$ cat src/rtl/serial_ripple_subtractor_if.sv
// serial_ripple_subtractor_if: operand/result stream bundle for the serial subtractor
//   slave  (subtractor side): takes A_in, B_in, Bw_in, valid_in, ready_in; drives ready_out, D_out, Bw_out, V_out, valid_out
//   master (producer/consumer side): the mirror image
interface serial_ripple_subtractor_if #(parameter int WIDTH = 32);
  logic [WIDTH-1:0] A_in;
  logic [WIDTH-1:0] B_in;
  logic             Bw_in;
  logic             valid_in;
  logic             ready_out;
  logic [WIDTH-1:0] D_out;
  logic             Bw_out;
  logic             V_out;
  logic             valid_out;
  logic             ready_in;
  modport slave (
    input  A_in, B_in, Bw_in, valid_in, ready_in,
    output ready_out, D_out, Bw_out, V_out, valid_out
  );
  modport master (
    output A_in, B_in, Bw_in, valid_in, ready_in,
    input  ready_out, D_out, Bw_out, V_out, valid_out
  );
endinterface

$ cat src/rtl/serial_ripple_subtractor.sv
// serial_ripple_subtractor: D = A - B - Bw_in computed SLICE bits per clock with a registered borrow
//   clk_in   : clock, rising edge
//   rst_n_in : asynchronous active-low reset
//   bus      : slave side of the operand/result valid-ready stream
module serial_ripple_subtractor #(
  parameter int WIDTH = 32,
  parameter int SLICE = 4
) (
  input logic clk_in,
  input logic rst_n_in,
  serial_ripple_subtractor_if.slave bus
);
  localparam int N  = WIDTH / SLICE;
  localparam int CW = N > 1 ? $clog2(N) : 1;
  typedef enum logic [1:0] {IDLE, RUN, DONE} state_t;
  state_t           state, state_nx;
  logic [WIDTH-1:0] a_q, b_q, d_q;
  logic             a_msb, b_msb, borrow, bw_q, v_q;
  logic [CW-1:0]    cnt;
  logic [SLICE:0]   diff;
  logic             last, accept;
  // operands shift right so the active slice is always the low SLICE bits
  assign diff   = {1'b0, a_q[SLICE-1:0]} - {1'b0, b_q[SLICE-1:0]} - {{SLICE{1'b0}}, borrow};
  assign last   = cnt == CW'(N - 1);
  assign accept = state == IDLE && bus.valid_in;
  assign bus.ready_out = state == IDLE;
  assign bus.valid_out = state == DONE;
  assign bus.D_out     = d_q;
  assign bus.Bw_out    = bw_q;
  assign bus.V_out     = v_q;
  always_comb begin
    state_nx = state;
    if (accept) state_nx = RUN;
    else if (state == RUN && last) state_nx = DONE;
    else if (state == DONE && bus.ready_in) state_nx = IDLE;
  end
  always_ff @(posedge clk_in or negedge rst_n_in) begin
    if (!rst_n_in) state <= IDLE;
    else state <= state_nx;
  end
  always_ff @(posedge clk_in or negedge rst_n_in) begin
    if (!rst_n_in) begin
      a_q    <= '0;
      b_q    <= '0;
      d_q    <= '0;
      a_msb  <= 1'b0;
      b_msb  <= 1'b0;
      borrow <= 1'b0;
      bw_q   <= 1'b0;
      v_q    <= 1'b0;
      cnt    <= '0;
    end else if (accept) begin
      a_q    <= bus.A_in;
      b_q    <= bus.B_in;
      a_msb  <= bus.A_in[WIDTH-1];
      b_msb  <= bus.B_in[WIDTH-1];
      borrow <= bus.Bw_in;
      cnt    <= '0;
    end else if (state == RUN) begin
      a_q    <= a_q >> SLICE;
      b_q    <= b_q >> SLICE;
      d_q[cnt*SLICE +: SLICE] <= diff[SLICE-1:0];
      borrow <= diff[SLICE];
      cnt    <= cnt + CW'(1);
      // on the top slice diff[SLICE-1] is the result MSB
      if (last) begin
        bw_q <= diff[SLICE];
        v_q  <= (a_msb ^ b_msb) & (diff[SLICE-1] ^ a_msb);
      end
    end
  end
endmodule

$ cat src/flat_wrapper.sv
// flat-port wrapper written by rule: the top's interface ports become plain ports
module serial_ripple_subtractor_flat 
#(
  parameter int WIDTH = 32,
  parameter int SLICE = 4
)
  (clk_in, rst_n_in, bus_A_in, bus_B_in, bus_Bw_in, bus_valid_in, bus_ready_in, bus_ready_out, bus_D_out, bus_Bw_out, bus_V_out, bus_valid_out);
  serial_ripple_subtractor_if #(.WIDTH(WIDTH)) bus_i ();
  input logic clk_in;
  input logic rst_n_in;
  input wire logic [$bits(bus_i.A_in)-1:0] bus_A_in;
  input wire logic [$bits(bus_i.B_in)-1:0] bus_B_in;
  input wire logic [$bits(bus_i.Bw_in)-1:0] bus_Bw_in;
  input wire logic [$bits(bus_i.valid_in)-1:0] bus_valid_in;
  input wire logic [$bits(bus_i.ready_in)-1:0] bus_ready_in;
  output wire logic [$bits(bus_i.ready_out)-1:0] bus_ready_out;
  output wire logic [$bits(bus_i.D_out)-1:0] bus_D_out;
  output wire logic [$bits(bus_i.Bw_out)-1:0] bus_Bw_out;
  output wire logic [$bits(bus_i.V_out)-1:0] bus_V_out;
  output wire logic [$bits(bus_i.valid_out)-1:0] bus_valid_out;
  assign bus_i.A_in = bus_A_in;
  assign bus_i.B_in = bus_B_in;
  assign bus_i.Bw_in = bus_Bw_in;
  assign bus_i.valid_in = bus_valid_in;
  assign bus_i.ready_in = bus_ready_in;
  assign bus_ready_out = bus_i.ready_out;
  assign bus_D_out = bus_i.D_out;
  assign bus_Bw_out = bus_i.Bw_out;
  assign bus_V_out = bus_i.V_out;
  assign bus_valid_out = bus_i.valid_out;
  serial_ripple_subtractor #(.WIDTH(WIDTH), .SLICE(SLICE)) u_core (.clk_in(clk_in), .rst_n_in(rst_n_in), .bus(bus_i));
endmodule
$ cat config.mk
export PLATFORM = sky130hd
export DESIGN_NAME = serial_ripple_subtractor_flat
export DESIGN_NICKNAME = d
export VERILOG_FILES = /design/src/rtl/serial_ripple_subtractor_if.sv /design/src/rtl/serial_ripple_subtractor.sv /design/src/flat_wrapper.sv
export SDC_FILE = /design/constraint.sdc
export NUM_CORES = 1
export LEC_CHECK = 0
export ABC_CLOCK_PERIOD_IN_PS = 2200
export CORE_ASPECT_RATIO = 0.5
export CORE_UTILIZATION = 45
export DETAILED_ROUTE_END_ITERATION = 8
export GPL_TIMING_DRIVEN = 0
export HOLD_SLACK_MARGIN = 0.08
export PLACE_DENSITY = 0.85
export SETUP_SLACK_MARGIN = 0.02
export SLEW_MARGIN = 40
export SYNTH_ARGS = -nofsm -noshare
export SYNTH_HDL_FRONTEND = slang
export SYNTH_SLANG_ARGS = --single-unit
$ cat constraint.sdc
create_clock -name clk_in -period 2.2 [get_ports clk_in]
set_clock_uncertainty 0.2 [all_clocks]
set_input_delay 0.55 -clock clk_in [delete_from_list [all_inputs] [get_ports clk_in]]
set_output_delay 0.55 -clock clk_in [all_outputs]
set_load 0.01 [all_outputs]
m1.png
Bar = 50 um. Supply wires on this layer in grey.
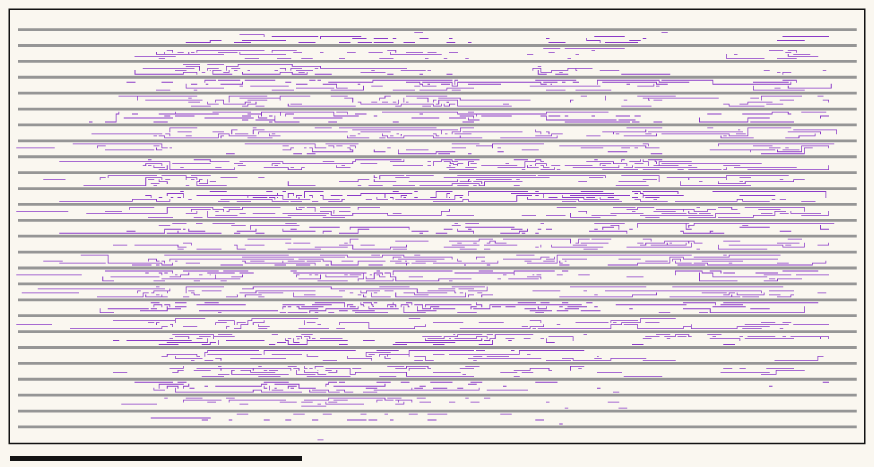
nets with wire on the layer = 597
longest straight run = 26.7 um
share of all routed wire = 45%
wire length on this layer = 5,280 um
grt met1 use: 30.2%
final WL: 11.7 mm
Vias: 3,794

m2.png
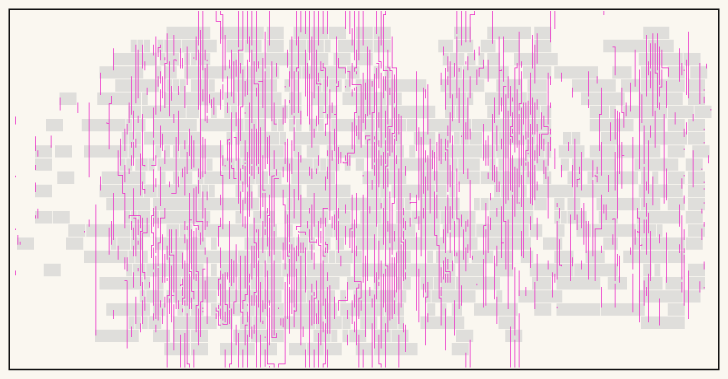
share of all routed wire = 48%
nets with wire on the layer = 569
wire length on this layer = 5,630 um
met2 usage: 38.5%

m3.png
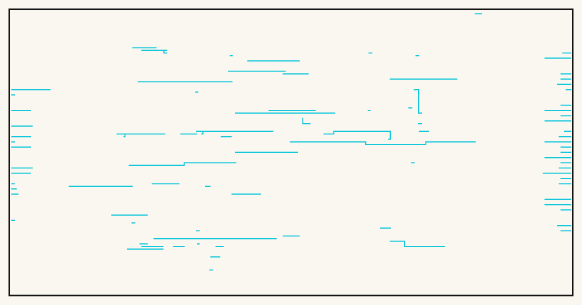
main direction = horizontal
longest straight run = 31.7 um

==> impl_metrics.yaml <==
# flow metrics
clock_network:
  clk_path_buf_depth: 2
  root_buffer: "clkbuf_16"
  tritoncts: "done"
  cts_sinks: 106
  htreeDepth: 3
  cts_buffers: 9
  clkTransAtPathRegs_ns: 0.06
run:
  drv_cap: 0
  warning_count: 31
power:
  p_int_w: 0.00569
  switching_share_pct: 38.6
  leakage_nw: 3.03
  pwr-share-comb_pct: 50.0
  clkPwrFrac_pct: 16.9
  p_sw_w: 0.00358
  top_power_group: "combinational logic"
  power-per-cell-area_nw_per_um2: 1450
  pwr-share-seq_pct: 33.0
  seq_cell_power_w: 0.00306
  p_clk_w: 0.00157
  irDropWorstVdd_uv: 615
final_layout:
  seq_share_pct: 41.4
  comb_area_um2: 1940
  ff_count: 106
  buf_share_pct: 20.3
  fin_area_um2: 6410
  lay_top_count: "nand2_1"
  diodes: 0
  drive_gt1_share_pct: 15.7
  syn2layout_area_growth_pct: 37.2
  layout_top_cells: "nand2_1 (129), dfrtp_1 (105), clkdlybuf4s50_1 (101), a22oi_1 (51), mux2_2 (17)"
  num-nonclk-inverters: 18
  clockNetworkAreaShare_pct: 4.39
  largest_class: "sequential cells"
  postLayoutCoreUtil_pct: 65.7
  n_fill_cell: 777
  logic_gate_count: 293
  register_area_um2: 2650
  nonClockBufferCount: 142
  nNetsFinal: 651
worst_setup_path:
  arrival_ns: 2.61
  path_buffers: 3
  crit_type: "reg -> reg"
  cpMaxStageDelayCell: "fa_1"
  worstReg2RegStart: "u_core.borrow$_DFFE_PN0P_"
  r2r-end: "u_core.bus.D_out[27]$_DFFE_PN0P_"
  crit_end: "u_core.bus.D_out[27]$_DFFE_PN0P_"
  path_depth: 9
  max_stage_delay_ns: 0.57
  critPathRequiredTime_ns: 2.22
  critPathLaunch: "u_core.borrow$_DFFE_PN0P_"
  r2r_cells: 9
  crit_chain: "inv_2 -> fa_1 -> inv_1 -> ha_2 -> o21a_1 -> or3_4 -> and2_4 -> buf_8 -> mux2_4"
  crit_path_start_kind: "register"
  worstPathMaxFanout: 5
grt:
  grt_max_degree: 71
  grt-ovfl-total: 0
  antenna_found_initial: 0
  grt_usage_pct: 22.9
  grt_pass1_wl_mm: 19.0
  grt_pass1_vias: 3771
route:
  wl_per_cell_um: 16.5
  drt_iter0_drc: 236
  routed-wl-met2_mm: 5.63
  drcViolationCount: 0
  dr.max_layer_used: "met4"
  first_pass_iters: 5
  wl_met1_mm: 5.28
  ant_nets: 0
  routed-wl-met3_um: 567
  vias_per_cell: 5.37
logic_synthesis:
  syn_nets: 525
  syn_area_um2: 4670
  ys_chip_area_um2: 4670
  ys_sh_aoi_pct: 13.4
  ys_ff: 106
  yosysWarnings: 0
  top_cell: "nand2_1"
  xor_share_pct: 0.562
  top_area_share_pct: 56.7
  synth_seq_share_pct: 56.7
  top_area_cell: "dfrtp_1"
  synthTopCellsByCount: "nand2_1 (129), dfrtp_1 (106), a22oi_1 (51)"
  top_cells_by_area: "dfrtp_1 (57%), nand2_1 (10%), a22oi_1 (8.2%)"
  synthArstFlopShare_pct: 100
  topCombFamilyByArea: "simple AND/OR/NAND/NOR gates"
  yosys-stat-cells: 444
  adder_share_pct: 3.53
  synthCells: 444
  ff_type: "dfrtp_1"
  ys_types: 43
  synth.avg_cell_area_um2: 10.5
  synthSimpleGateAreaFrac_pct: 15.4
placement:
  dpl.hpwl_mm: 8.33
  placed_area_um2: 5970
  io_buffers: 104
  gp_congestion: 0.784
die:
  io_pins: 105
  die_h_um: 74.1
  die-area_um2: 10800
  num_rows: 25
  fp_util_pct: 47.9
  core_um2: 9760
  nWellTaps: 135
  die_w_um: 146
hold_path:
  min_path_cells: 2
  hp-start: "u_core.a_q[22]$_DFFE_PN0P_"
  min_to: "u_core.a_q[22]$_DFFE_PN0P_"
timing:
  drv_slew: 0
  rsz0062_at_grt: "true"
  timing.slew.headroom_pct: 67.3
  fin_crit_sh_pct: 117
  fin_ws_ns: -0.384
  worstMarginPinSlew_ns: 0.490
  setup_viol: 17
  fmax_mhz: 387
  finalHoldViolCount: 0
run_status:
  violations: "negative setup slack"
  status: "finished with violations"
## timing repair
action / 4_1_cts / 5_1_grt
hold endpoints to repair: 36 / 0
gates resized: 13 / 20
cloned: 1 / 0
setup buffers: 5 / 4
hold buffers: 1 / 0
setup endpoints to repair: 33 / 65
pin swaps: 3 / 5
## logic make-up (layout without fill, tap and decap cells)
family	count (synthesis)	after routing
and+or+nand+nor	165	165
DFF	106	106
AOI/OAI and AO/OA	87	87
buffers and inverters	45	173
muxes	26	26
adders and majority gates	12	12
xor gates and xnor gates	3	3
## stage by stage
step / setup slack (ns) / TNS (ns) / cells / hold slack, ns / power [W]
3_3_place_gp: -3.50 / -385.88 / 683 / 0.257 / 0.00702
5_1_grt: -0.446 / -5.51 / 707 / 0.297 / 0.00987
6_report: -0.384 / -3.84 / 707 / 0.276 / 0.00928
3_5_place_dp: -0.437 / -19.22 / 684 / 0.241 / 0.00723
4_1_cts: -0.393 / -3.98 / 703 / 0.280 / 0.00907
2_1_floorplan: -0.262 / -2.44 / 444 / 0.0544 / 0.00564
## tightest hold or removal path, stage by stage (launching register included)
cell     delay (ns)
dfrtp_1        0.34
nand2_1        0.05
nand2_1        0.06
## registers in the layout, indices dropped and copies added, names as in the netlist
name and count:
u_core.a_q 32, u_core.b_q 32, u_core.bus.D_out 32, u_core.cnt 3, u_core.state 2, u_core.a_msb 1, u_core.b_msb 1, u_core.borrow 1
u_core.bus.Bw_out 1, u_core.bus.V_out 1
## routing by layer
layer	track usage, %	vias to the layer above
li1	-	1780
met1	30.2	1869
met2	38.5	123
met3	4.72	22
met4	8.10	0
met5	0	-
Power and IR drop assume default switching activity.
